==> config.mk <==
export PLATFORM = sky130hd
export DESIGN_NAME = psk_demodulator_flat
export DESIGN_NICKNAME = d
export VERILOG_FILES = /design/src/rtl/psk_demodulator_if.sv /design/src/rtl/psk_demodulator.sv /design/src/flat_wrapper.sv
export SDC_FILE = /design/constraint.sdc
export NUM_CORES = 1
export LEC_CHECK = 0
export ABC_AREA = 0
export CAP_MARGIN = 40
export CORE_MARGIN = 5
export CORE_UTILIZATION = 45
export DETAILED_ROUTE_END_ITERATION = 10
export HOLD_SLACK_MARGIN = 0.06
export PLACE_DENSITY = 0.65
export SKIP_LAST_GASP = 1
export SLEW_MARGIN = 15
export SYNTH_ARGS = -nofsm -noshare
export SYNTH_HDL_FRONTEND = slang
export SYNTH_SLANG_ARGS = --single-unit
export TNS_END_PERCENT = 30
==> constraint.sdc <==
create_clock -name clk -period 4.54 [get_ports clk]
set_input_delay 1.135 -clock clk [delete_from_list [all_inputs] [get_ports clk]]
set_output_delay 1.135 -clock clk [all_outputs]
set_load 0.02 [all_outputs]
### Metal 2, run 1

Drawn at 6 px/µm.
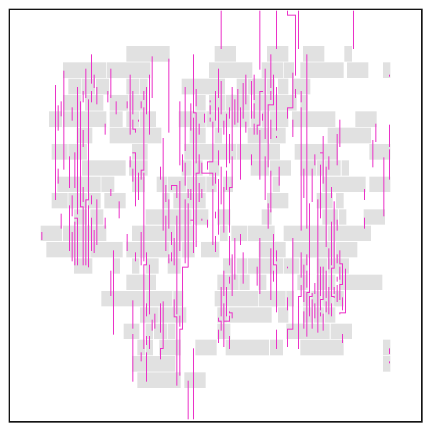
longest straight run: 28.9 µm
nets with wire on the layer: 165
share of all routed wire: 48%
main direction: vertical
wire length on this layer: 1420 µm
met2 GRT Util: 0.2420
Vias: 1224
Total Wirelength: 2945 µm

### Close-up of the layout, run 1

Window x 14 to 54, y 14 to 54 µm. Cells in gray, sequential cells in the stronger gray; small squares are vias.
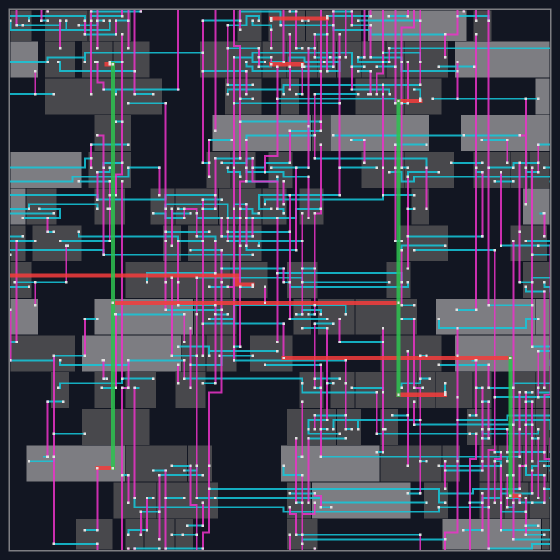
legend:
  M1:
    color: cyan
  M4:
    color: green
  M3:
    color: red
  M2:
    color: magenta
sequential cells in the window: 14
most frequent: dfxtp_1 (14), o21ai_0 (10), nand3_1 (9)
cells with their middle in the window: 115

### Pin map, run 1

Drawn at 6 px/µm. Pins as bars across the die edge, other pins in gray.
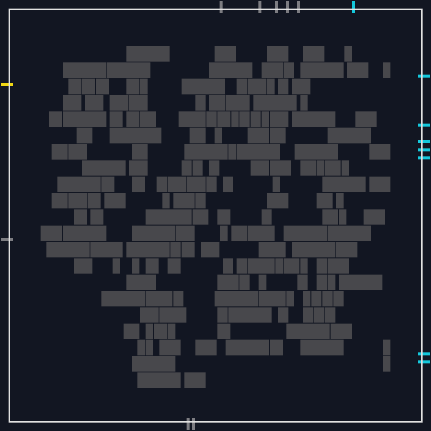
legend:
  psk_data:
    color: cyan
    pins: 8
    direction: output
    edge: 7 right, 1 top
  clk:
    color: yellow
    pins: 1
    direction: input
    edge: left
vertical die dimension: 68.51 µm
x dimension of the die: 68.51 µm
count of port buffers added during placement: 12

### Cell placement, run 1

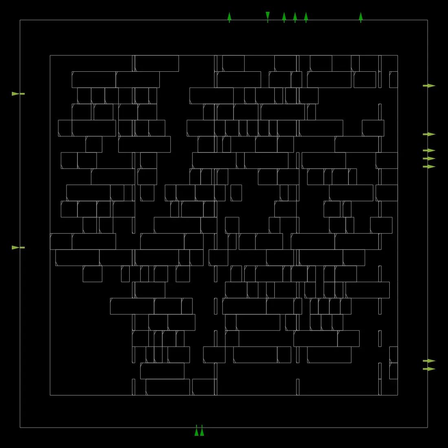
Seq area share: 0.3655
flip-flops: 32
tap cell count: 46
post-layout util: 0.5253
Non-Filler Instances: 226

==> impl_metrics.ini, run 1 <==
; generated from flow reports
[sta]
tightestPinTransition_ns = 0.8553
setup_total_negative_slack_ns = 0
max_freq_ghz = 0.3516
hold_viol = 0
timing.final.crit_share = 0.6265
fin_crit_ns = 2.844
setup_repair_after_global_routing_missed_its_margin = false
slew_violations = 0

[global_routing]
track_usage = 0.1489
number_of_global_route_vias_before_repair = 1191
globalRoute.busiestLayer = met2
gr-usage-met1 = 0.1667

[yosys]
yosys.stat.seqShare = 0.4159
postSynthRegisterBits = 32
yosysWarnings = 0
syn_inst = 165
post_synth.cell_area_avg_um2 = 9.335
ys_area_um2 = 1540
synth_cell_types = 42

[power]
power.leakage_nw = 0.6004
clock_power_share = 0.351
comb_power_share = 0.051
finalPower_mw = 0.4767
power_frac_seq = 0.598

[cells_and_area]
drive_gt1_frac = 0.08889
seq_area_um2 = 640.6
filler_cell_count = 325
num-nets-final = 191
top_logic_cell_by_instance_count_in_the_layout = sky130_fd_sc_hd__dfxtp_1
multi_input_comb_area_um2 = 834.6

[detailed_routing]
routed_wire_length_per_instance_um = 13.03
post_route_antenna_net_violation_count = 0
drtPass1Iterations = 4

[worst_setup_path]
critical_path_buf_inv_count = 2
critical_path.slowest_cell = sky130_fd_sc_hd__clkdlybuf4s50_1
max_stage_delay_ns = 0.62
critical_path.cell_chain = nand2b_1 > inv_2 > clkdlybuf4s50_1

[worst_hold_path]
hp-class = flop to flop

[place]
total_instance_count_after_detailed_placement = 218

[clocking]
tritoncts.num_buffers = 5
ctsHtreeMaxLevel = 2
ctsLongestPathBuffers = 2
post_cts.resized_instances = 0

[floorplan]
num_rows = 21
core-area_um2 = 3337

[status]
result_of_the_run = finished clean
[run 1: per-stage QoR]
step	util	cell area, µm²	hold slack (ns)
2_1_floorplan	-	1551	0.4138
3_5_place_dp	0.5077	1694	0.4286
3_3_place_gp	0.5032	1679	0.4209
6_report	0.5253	1753	0.4492
4_1_cts	0.5253	1753	0.4504
5_1_grt	0.5253	1753	0.4691
[run 1: layer usage]
metal	part of all wire	wire [µm]	up-vias
li1	-	-	620
met1	0.45	1319	574
met2	0.48	1416	20
met3	0.042	125	10
met4	0.028	83	0
met5	0	0	-
[run 1: cell type report]
type,instances,area share
multi-input cells,120,0.4761
flip-flops and latches,32,0.3655
repair buffers,13,0.07709
clock buffers,8,0.03355
well taps,46,0.03283
inverters,7,0.01499
[run 1: power groups by stage]
stage / sequential (mW) / clock [mW] / combinational, mW
final: 0.285 / 0.167 / 0.0242
after global routing: 0.286 / 0.188 / 0.0268
after CTS: 0.285 / 0.174 / 0.0244
after detailed placement: 0.292 / 0 / 0.0243
after global placement: 0.292 / 0 / 0.0224
after floorplan: 0.291 / 0 / 0.0190
[run 1: cell usage after synthesis, types with 2 or more instances]
master	n	area, µm²
sky130_fd_sc_hd__dfxtp_1	32	640.6
sky130_fd_sc_hd__nor2_1	11	41.29
sky130_fd_sc_hd__or2b_1	4	30.03
sky130_fd_sc_hd__buf_4	4	30.03
sky130_fd_sc_hd__inv_1	6	22.52
sky130_fd_sc_hd__nand2b_1	14	87.58
sky130_fd_sc_hd__nor2b_1	3	18.77
sky130_fd_sc_hd__o211ai_1	2	15.01
sky130_fd_sc_hd__mux2i_1	5	50.05
sky130_fd_sc_hd__nor3_1	2	10.01
sky130_fd_sc_hd__o221ai_1	8	70.07
sky130_fd_sc_hd__o21ai_0	10	50.05
sky130_fd_sc_hd__a211oi_1	4	30.03
sky130_fd_sc_hd__ha_1	7	87.58
sky130_fd_sc_hd__a21oi_1	10	50.05
sky130_fd_sc_hd__nand2_1	6	22.52
sky130_fd_sc_hd__clkbuf_1	4	15.01
sky130_fd_sc_hd__nand3_1	9	45.04
[run 1: cell families after synthesis]
kind of cell,share of synthesized area
flip-flops,0.4159
multiplexers,0.03250
XOR/XNOR,0.01137
AND/OR/NAND/NOR,0.2396
adder cells (fa/ha/maj),0.05686
AND-OR/OR-AND,0.1917
other,0.002435
buffers and inverters,0.04954
### Wiring by layer, run 1

Drawn at 6 px/µm. Two of the layers only.
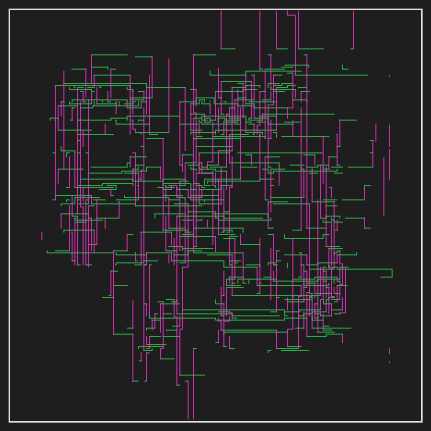

==> run 2, diff against run 1 <==
- PLACE_DENSITY: 0.65 -> 0.68
- clock period: 4.54 -> 2.4 ns (I/O delays scaled with it)
### Wiring by layer, run 2

Drawn at 6 px/µm. Two of the layers only.
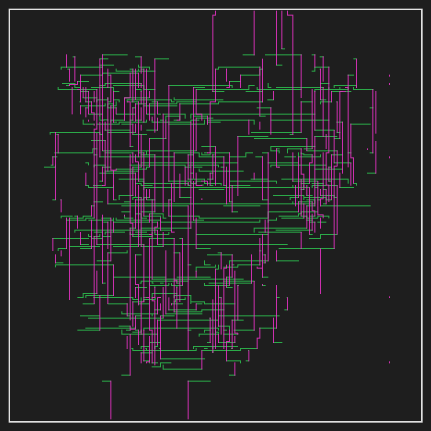
legend:
  M2:
    color: magenta
    wire_length: 1460 µm
  M1:
    color: green
    wire_length: 1450 µm
combined global-route utilization of all metal layers: 0.1555
Total Wirelength: 3102 µm
average wire per standard cell: 13.49 µm

==> run 2 against run 1 <==
Power rose by 120%. Global-route usage rose by 0.66 points. Cell count rose by 1.8%. Worst hold slack improved by 0.0018 ns. Clock power rose to 2.8 times the previous value. Highest routed layer unchanged. Critical path type unchanged.
==> impl_metrics.ini, run 2 <==
; generated from flow reports
[yosys]
postSynthRegisterBits = 32
ys_area_um2 = 1540
largest_cells_by_area_after_synthesis = sky130_fd_sc_hd__dfxtp_1 (42%), sky130_fd_sc_hd__ha_1 (5.7%), sky130_fd_sc_hd__nand2b_1 (5.7%)
top_cells_by_count = sky130_fd_sc_hd__dfxtp_1 (32), sky130_fd_sc_hd__nand2b_1 (14), sky130_fd_sc_hd__nor2_1 (11)
synth_cell_types = 42
synth_dominant_cell_count = sky130_fd_sc_hd__dfxtp_1
post_synth.cell_area_avg_um2 = 9.335
yosysWarnings = 0
syn_inst = 165
largest_area_cell = sky130_fd_sc_hd__dfxtp_1

[status]
result_of_the_run = finished clean

[sta]
tightestPinTransition_ns = 0.7777
setup_total_negative_slack_ns = 0
hold_viol = 0
setup_repair_after_global_routing_missed_its_margin = false

[worst_setup_path]
critical_path.cell_chain = nand2b_1 > inv_2 > clkdlybuf4s50_1
critical_path_buf_inv_count = 2
max_stage_delay_ns = 0.63
critical_path.slowest_cell = sky130_fd_sc_hd__clkdlybuf4s50_1

[cells_and_area]
filler_cell_count = 308
top_logic_cell_by_instance_count_in_the_layout = sky130_fd_sc_hd__dfxtp_1
num-nets-final = 195
drive_gt1_frac = 0.1196

[clocking]
ctsLongestPathBuffers = 2
post_cts.resized_instances = 0
ctsHtreeMaxLevel = 2

[global_routing]
gr-usage-met1 = 0.2040
number_of_global_route_vias_before_repair = 1148

[detailed_routing]
drtPass1Iterations = 6
post_route_antenna_net_violation_count = 0
num_vias = 1259

[power]
power_frac_seq = 0.514
clock_power_share = 0.441
power.leakage_nw = 0.6360
comb_power_share = 0.045

[place]
total_instance_count_after_detailed_placement = 222
buffer_ports.inserted = 12
dpl-instance-area_um2 = 1717

[floorplan]
die_h_um = 68.51
num_rows = 21
### Cell placement, run 2

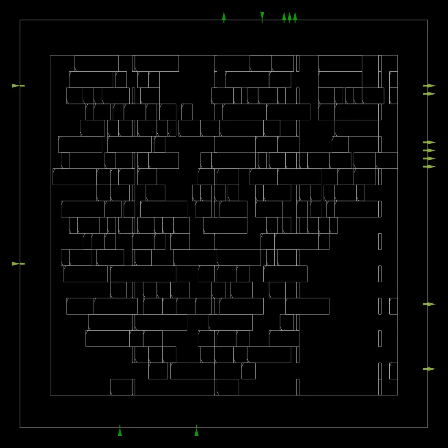
core footprint: 3337 µm²
Non-Filler Instances: 230

## run 2: layout make-up
cell class | instances | area, µm² | share of cell area
multi-input cells | 120 | 834.6 | 0.4606
inverters | 7 | 26.28 | 0.01450
repair buffers | 17 | 157.7 | 0.08702
flip-flops and latches | 32 | 640.6 | 0.3536
well taps | 46 | 57.56 | 0.03177
clock buffers | 7 | 65.06 | 0.03591
clock inverters | 1 | 30.03 | 0.01657
## run 2: metal layers
| metal | up-vias | share of wire |
|---|---|---|
| met4 | 0 | 0.014 |
| met1 | 600 | 0.47 |
| li1 | 625 | - |
| met3 | 5 | 0.048 |
| met2 | 29 | 0.47 |
| met5 | - | 0 |
## run 2: cells by family after synthesis
group                      after synthesis  synth area share
xor gates and xnor gates                 2           0.01137
muxes                                    5           0.03250
and+or+nand+nor                         59            0.2396
AOI/OAI and AO/OA                       43            0.1917
buffers and inverters                   16           0.04954
adders and majority gates                7           0.05686
DFF                                     32            0.4159
other                                    1          0.002435
## run 2: through the flow
stage / util / power [mW]
2_1_floorplan: - / 0.5868
3_3_place_gp: 0.5144 / 0.5977
3_5_place_dp: 0.5144 / 0.5995
4_1_cts: 0.5429 / 1.065
5_1_grt: 0.5429 / 1.096
6_report: 0.5429 / 1.050
## run 2: power by group through the flow
stage | combinational (mW) | sequential, mW | clock (mW)
finish | 0.0476 | 0.540 | 0.463
global route | 0.0526 | 0.541 | 0.502
detailed placement | 0.0473 | 0.552 | 0
CTS | 0.0475 | 0.540 | 0.478
floorplan | 0.0359 | 0.551 | 0
global placement | 0.0461 | 0.552 | 0
No activity file was given, so power comes from the tool's default toggle rates.
